Met1 routing:
Bar = 20 um. Supply wires on this layer in gray.
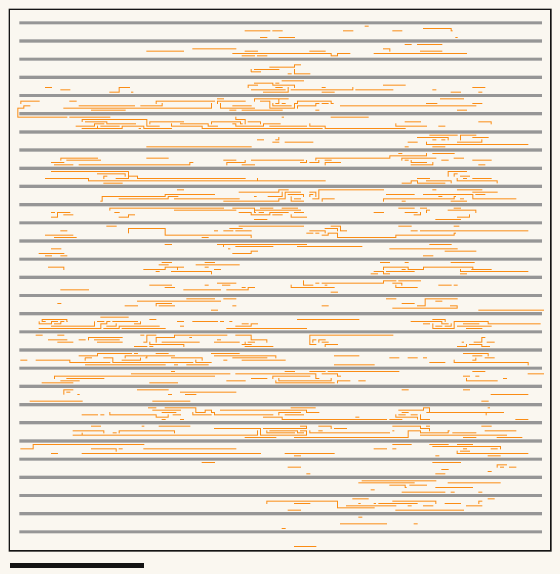
Met2 routing:
Bar = 20 um.
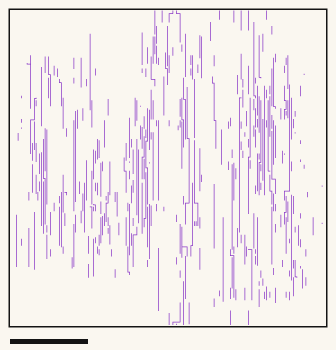
Metal 3:
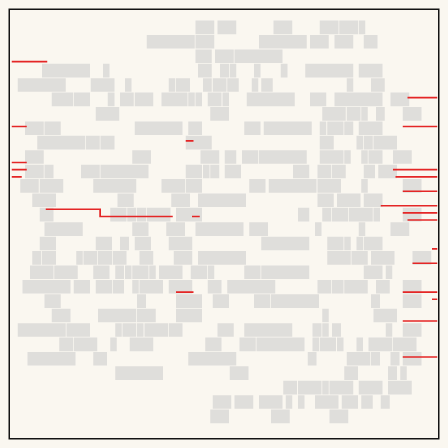
Routing congestion:
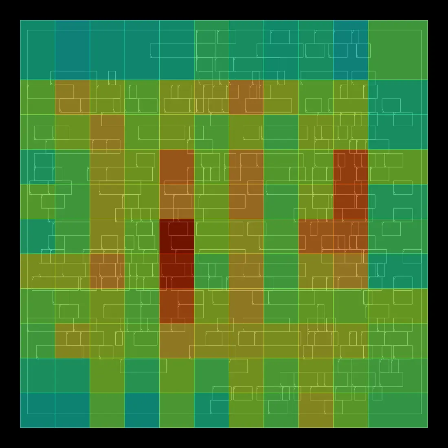
===== src/rtl/oven_pkg.sv =====
// rtl/oven_pkg.sv - shared types and defaults for the oven front-end controller
package oven_pkg;

  typedef enum logic [1:0] {
    IDLE    = 2'd0,
    ENTRY   = 2'd1,
    PREHEAT = 2'd2,
    HOLD    = 2'd3
  } oven_state_t;

  localparam int TEMP_W       = 10;
  localparam int BCD_W        = 4;
  localparam int AMBIENT_TEMP = 65;
  localparam int MIN_TEMP     = 150;
  localparam int MAX_TEMP     = 550;
  localparam int HYST         = 5;

  function automatic logic bcd_ok(input logic [BCD_W-1:0] d);
    return d <= 4'd9;
  endfunction

endpackage


===== src/rtl/bcd_accumulator.sv =====
// rtl/bcd_accumulator.sv - builds a decimal value of up to three BCD keypad digits
module bcd_accumulator
  import oven_pkg::*;
(
  input  logic       clk,
  input  logic       reset,
  input  logic [3:0] digit,
  input  logic       valid,
  input  logic       clear,
  output logic [9:0] value,
  output logic [1:0] count
);

  logic accept;

  // Capped at three digits, so value never exceeds 999 and fits in 10 bits.
  assign accept = valid && bcd_ok(digit) && (count != 2'd3);

  always_ff @(posedge clk or posedge reset) begin
    if (reset) begin
      value <= '0;
      count <= '0;
    end else if (clear) begin
      value <= '0;
      count <= '0;
    end else if (accept) begin
      value <= value * 10'd10 + {6'b0, digit};
      count <= count + 2'd1;
    end
  end

endmodule


===== src/rtl/oven_control.sv =====
// rtl/oven_control.sv - keypad target entry, range check and hysteresis heater control
module oven_control #(
  parameter int MIN_TEMP = oven_pkg::MIN_TEMP,
  parameter int MAX_TEMP = oven_pkg::MAX_TEMP,
  parameter int HYST     = oven_pkg::HYST
) (
  input  logic       clk,
  input  logic       reset,
  input  logic       digitValid,
  input  logic [3:0] digit,
  input  logic       enter,
  input  logic       cancel,
  input  logic [9:0] currentTemp,
  input  logic       preheated,
  output logic [9:0] targetTemp,
  output logic       tempInputDone,
  output logic       heat,
  output logic       ready,
  output logic       error
);

  import oven_pkg::*;

  localparam logic [TEMP_W-1:0] MIN_T  = TEMP_W'(MIN_TEMP);
  localparam logic [TEMP_W-1:0] MAX_T  = TEMP_W'(MAX_TEMP);
  localparam logic [TEMP_W:0]   HYST_T = (TEMP_W + 1)'(HYST);

  oven_state_t       state, state_n;
  logic [TEMP_W-1:0] value;
  logic [1:0]        count;
  logic              entry_phase, acc_valid, acc_clear, in_range;
  logic              heat_on, heat_off;
  logic [TEMP_W-1:0] target_n;
  logic              done_n, heat_n, ready_n, error_n;

  assign entry_phase = (state == IDLE) || (state == ENTRY);
  assign acc_valid   = digitValid && !enter && !cancel && entry_phase;
  assign in_range    = (count != 2'd0) && (value >= MIN_T) && (value <= MAX_T);
  assign acc_clear   = cancel || ((state == ENTRY) && enter && !in_range);

  // 11-bit compare keeps target - HYST from wrapping.
  assign heat_on  = {1'b0, currentTemp} < ({1'b0, targetTemp} - HYST_T);
  assign heat_off = currentTemp >= targetTemp;

  bcd_accumulator u_acc (
    .clk   (clk),
    .reset (reset),
    .digit (digit),
    .valid (acc_valid),
    .clear (acc_clear),
    .value (value),
    .count (count)
  );

  always_ff @(posedge clk or posedge reset) begin
    if (reset) begin
      state         <= IDLE;
      targetTemp    <= '0;
      tempInputDone <= 1'b0;
      heat          <= 1'b0;
      ready         <= 1'b0;
      error         <= 1'b0;
    end else begin
      state         <= state_n;
      targetTemp    <= target_n;
      tempInputDone <= done_n;
      heat          <= heat_n;
      ready         <= ready_n;
      error         <= error_n;
    end
  end

  always_comb begin
    state_n = state;
    if (cancel) begin
      state_n = IDLE;
    end else begin
      case (state)
        IDLE:    if (acc_valid && bcd_ok(digit)) state_n = ENTRY;
        ENTRY:   if (enter && in_range)          state_n = PREHEAT;
        PREHEAT: if (preheated)                  state_n = HOLD;
        HOLD:    state_n = HOLD;
        default: state_n = IDLE;
      endcase
    end
  end

  always_comb begin
    target_n = targetTemp;
    heat_n   = 1'b0;
    error_n  = 1'b0;
    if (cancel) begin
      target_n = '0;
    end else begin
      case (state)
        ENTRY: begin
          if (enter) begin
            if (in_range) target_n = value;
            else          error_n  = 1'b1;
          end
        end
        PREHEAT, HOLD: begin
          heat_n = heat;
          if (heat_on)       heat_n = 1'b1;
          else if (heat_off) heat_n = 1'b0;
        end
        default: heat_n = 1'b0;
      endcase
    end
    done_n  = (state_n == PREHEAT) || (state_n == HOLD);
    ready_n = (state_n == HOLD);
  end

endmodule


===== config.mk =====
export PLATFORM = sky130hd
export DESIGN_NAME = oven_control
export DESIGN_NICKNAME = d
export VERILOG_FILES = /design/src/rtl/oven_pkg.sv /design/src/rtl/bcd_accumulator.sv /design/src/rtl/oven_control.sv
export SDC_FILE = /design/constraint.sdc
export NUM_CORES = 1
export LEC_CHECK = 0
export CORE_UTILIZATION = 35
export CTS_BUF_LIST = sky130_fd_sc_hd__clkbuf_8
export DETAILED_ROUTE_END_ITERATION = 12
export PLACE_DENSITY_LB_ADDON = 0.05
export SYNTH_ARGS = -nofsm -noshare
export SYNTH_HDL_FRONTEND = slang
export SYNTH_SLANG_ARGS = --single-unit

===== constraint.sdc =====
create_clock -name clk -period 2.91 [get_ports clk]
set_input_delay 0.582 -clock clk [delete_from_list [all_inputs] [get_ports clk]]
set_output_delay 0.582 -clock clk [all_outputs]
set_load 0.01 [all_outputs]

==> impl_metrics.ini <==
; flow metrics
[cells_and_area]
drive_above_1_share_pct = 10.42
final_cells = 334
n_antenna_cell = 0
syn2layout_area_growth_pct = 24.99

[place]
place_hpwl_um = 3669
pre_cts_slack_ns = 0.1082

[power]
internal-power_uw = 587.4
power.density_nw_per_um2 = 289.8
seqPwrFrac_pct = 51.0
switching_power_uw = 199.9

[synthesis]
post-synth-top-area-cell = dfrtp_1
ys_ff = 28
yosysTopAreaCellShare_pct = 32.24
synth-xor-area-share_pct = 8.290
synthArstFlopShare_pct = 100.0
edf_count = 0
mux_area_share_pct = 0.5181
aoi_share_pct = 20.44
ys_top_cells_by_count = ha_1, dfrtp_1, inv_1
ff_type = dfrtp_1
syn_avg_cell_area_um2 = 10.16

[critical_path]
rr_startpoint = u_acc.value[2]$_DFFE_PP0P_
critPathRequiredTime_ns = 3.09
cp-start-kind = register

[status]
status = complete, no violations

[route]
vias = 1674
dr.pass1.iters = 4
drcViolationCount = 0

[cts]
cts_setup_buffers = 0
cts_sinks = 28
cts_root_buf = clkbuf_8
clockBufferDepth = 2
insertion_delay_ns = 0.28
ctsHoldBuffers = 0

[floorplan]
die_y_um = 80.80
core_util_floorplan_pct = 36.49
rows = 28
io_pins = 34

[worst_hold_path]
hold_class = reg -> reg

[sta]
worst_slew_pin_slew_ns = 0.6017
finalHoldViolations = 0
finClkSkew_ns = 0.006207

[global_routing]
grt_pass1_wl_um = 7976
grt_pass1_vias = 1711
grt_max_degree = 29

[job]
maxCapViolCount = 0
Back to the opening pictures, 'met1 routing':
wire length on this layer: 2290 um
nets with wire on the layer: 283
share of all routed wire: 50%

Back to the opening pictures, 'met2 routing':
nets with wire on the layer: 263
main direction: vertical

Back to the opening pictures, 'metal 3':
main direction: horizontal
nets with wire on the layer: 20
share of all routed wire: 2.7%

Back to the opening pictures, 'routing congestion':
GR Util All Layers: 16.00%
routing usage on met1: 21.22%
grt met2 use: 27.31%
routed len/inst: 13.81 um
met3 Resource Use GR: 1.685%

-- routing by layer --
layer	wire length [um]	vias to the layer above	part of all wire (%)
met1	2294	772	50
met4	56	0	1.2
met3	125	5	2.7
met5	0	-	0
met2	2136	22	46
li1	-	875	-
-- final timing paths --
| kind | endpoint | depth (start not counted) |
|---|---|---|
| worst max-delay path | u_acc.value[9]$_DFFE_PP0P_ | 8 |
| worst min-delay path | u_acc.count[1]$_DFFE_PP0P_ | 1 |
| worst max register to register | u_acc.value[9]$_DFFE_PP0P_ | 8 |
| worst min register to register | u_acc.count[1]$_DFFE_PP0P_ | 1 |
| max in group asynchronous | u_acc.value[2]$_DFFE_PP0P_ | 3 |
| min in group asynchronous | ready$_DFF_PP0_ | 3 |
-- cells in the final DEF (no fill, tap or decap), types with 2 or more instances in the layout --
cell type	n
ha_1	37
nor2_1	14
a21o_1	4
fa_1	2
nor4_1	2
nor4b_1	2
xnor2_1	11
a22o_2	8
a21oi_1	7
nor3_2	2
a22o_1	13
a221o_1	2
clkbuf_8	4
nor3_1	2
o21ai_0	9
xor2_1	7
nand2_1	9
clkdlybuf4s50_1	33
nand2b_1	2
dfrtp_1	28
buf_4	11
o21a_1	3
a211oi_1	5
nor3b_1	3
nand3_1	3
o21bai_1	2
inv_1	21
-- layout make-up --
class	instances	area, um^2
clock buffer	4	55.05
inverter	21	78.83
timing repair buffer	44	412.9
multi-input combinational	162	1375
sequential	28	700.7
tap	75	93.84
fill	590	3239
-- worst max-delay path: stages (launching register included) --
cell and delay (ns):
dfrtp_1 0.47, ha_1 0.33, inv_1 0.06, fa_1 0.44, xnor2_1 0.18, nor3b_1 0.35
nand3_1 0.16, xnor3_1 0.35, a22o_2 0.21
-- power groups by stage --
stage / registers (mW) / logic [mW] / clock network [mW]
floorplan: 0.410 / 0.0773 / 0
global placement: 0.409 / 0.142 / 0
detailed placement: 0.409 / 0.142 / 0
CTS: 0.401 / 0.143 / 0.254
global route: 0.402 / 0.159 / 0.271
finish: 0.401 / 0.140 / 0.246
-- per-stage QoR --
stage	util (%)	instance area [um^2]
5_1_grt	45.61	2716
3_3_place_gp	44.68	2661
2_1_floorplan	-	2173
4_1_cts	45.61	2716
6_report	45.61	2716
3_5_place_dp	44.68	2661
-- registers in the layout, summed over array words and instances, names as in the netlist --
signal         flops
u_acc.value       10
state              2
heat               1
tempInputDone      1
ready              1
u_acc.count        2
targetTemp        10
error              1
-- cells by family (layout without fill, tap and decap cells) --
family	after synthesis	after routing
buf+inv	24	69
xor+xnor	19	19
simple gates	44	44
compound gates	59	59
fa+ha+maj	39	39
mux	1	1
flops	28	28
Power and IR drop assume default switching activity.
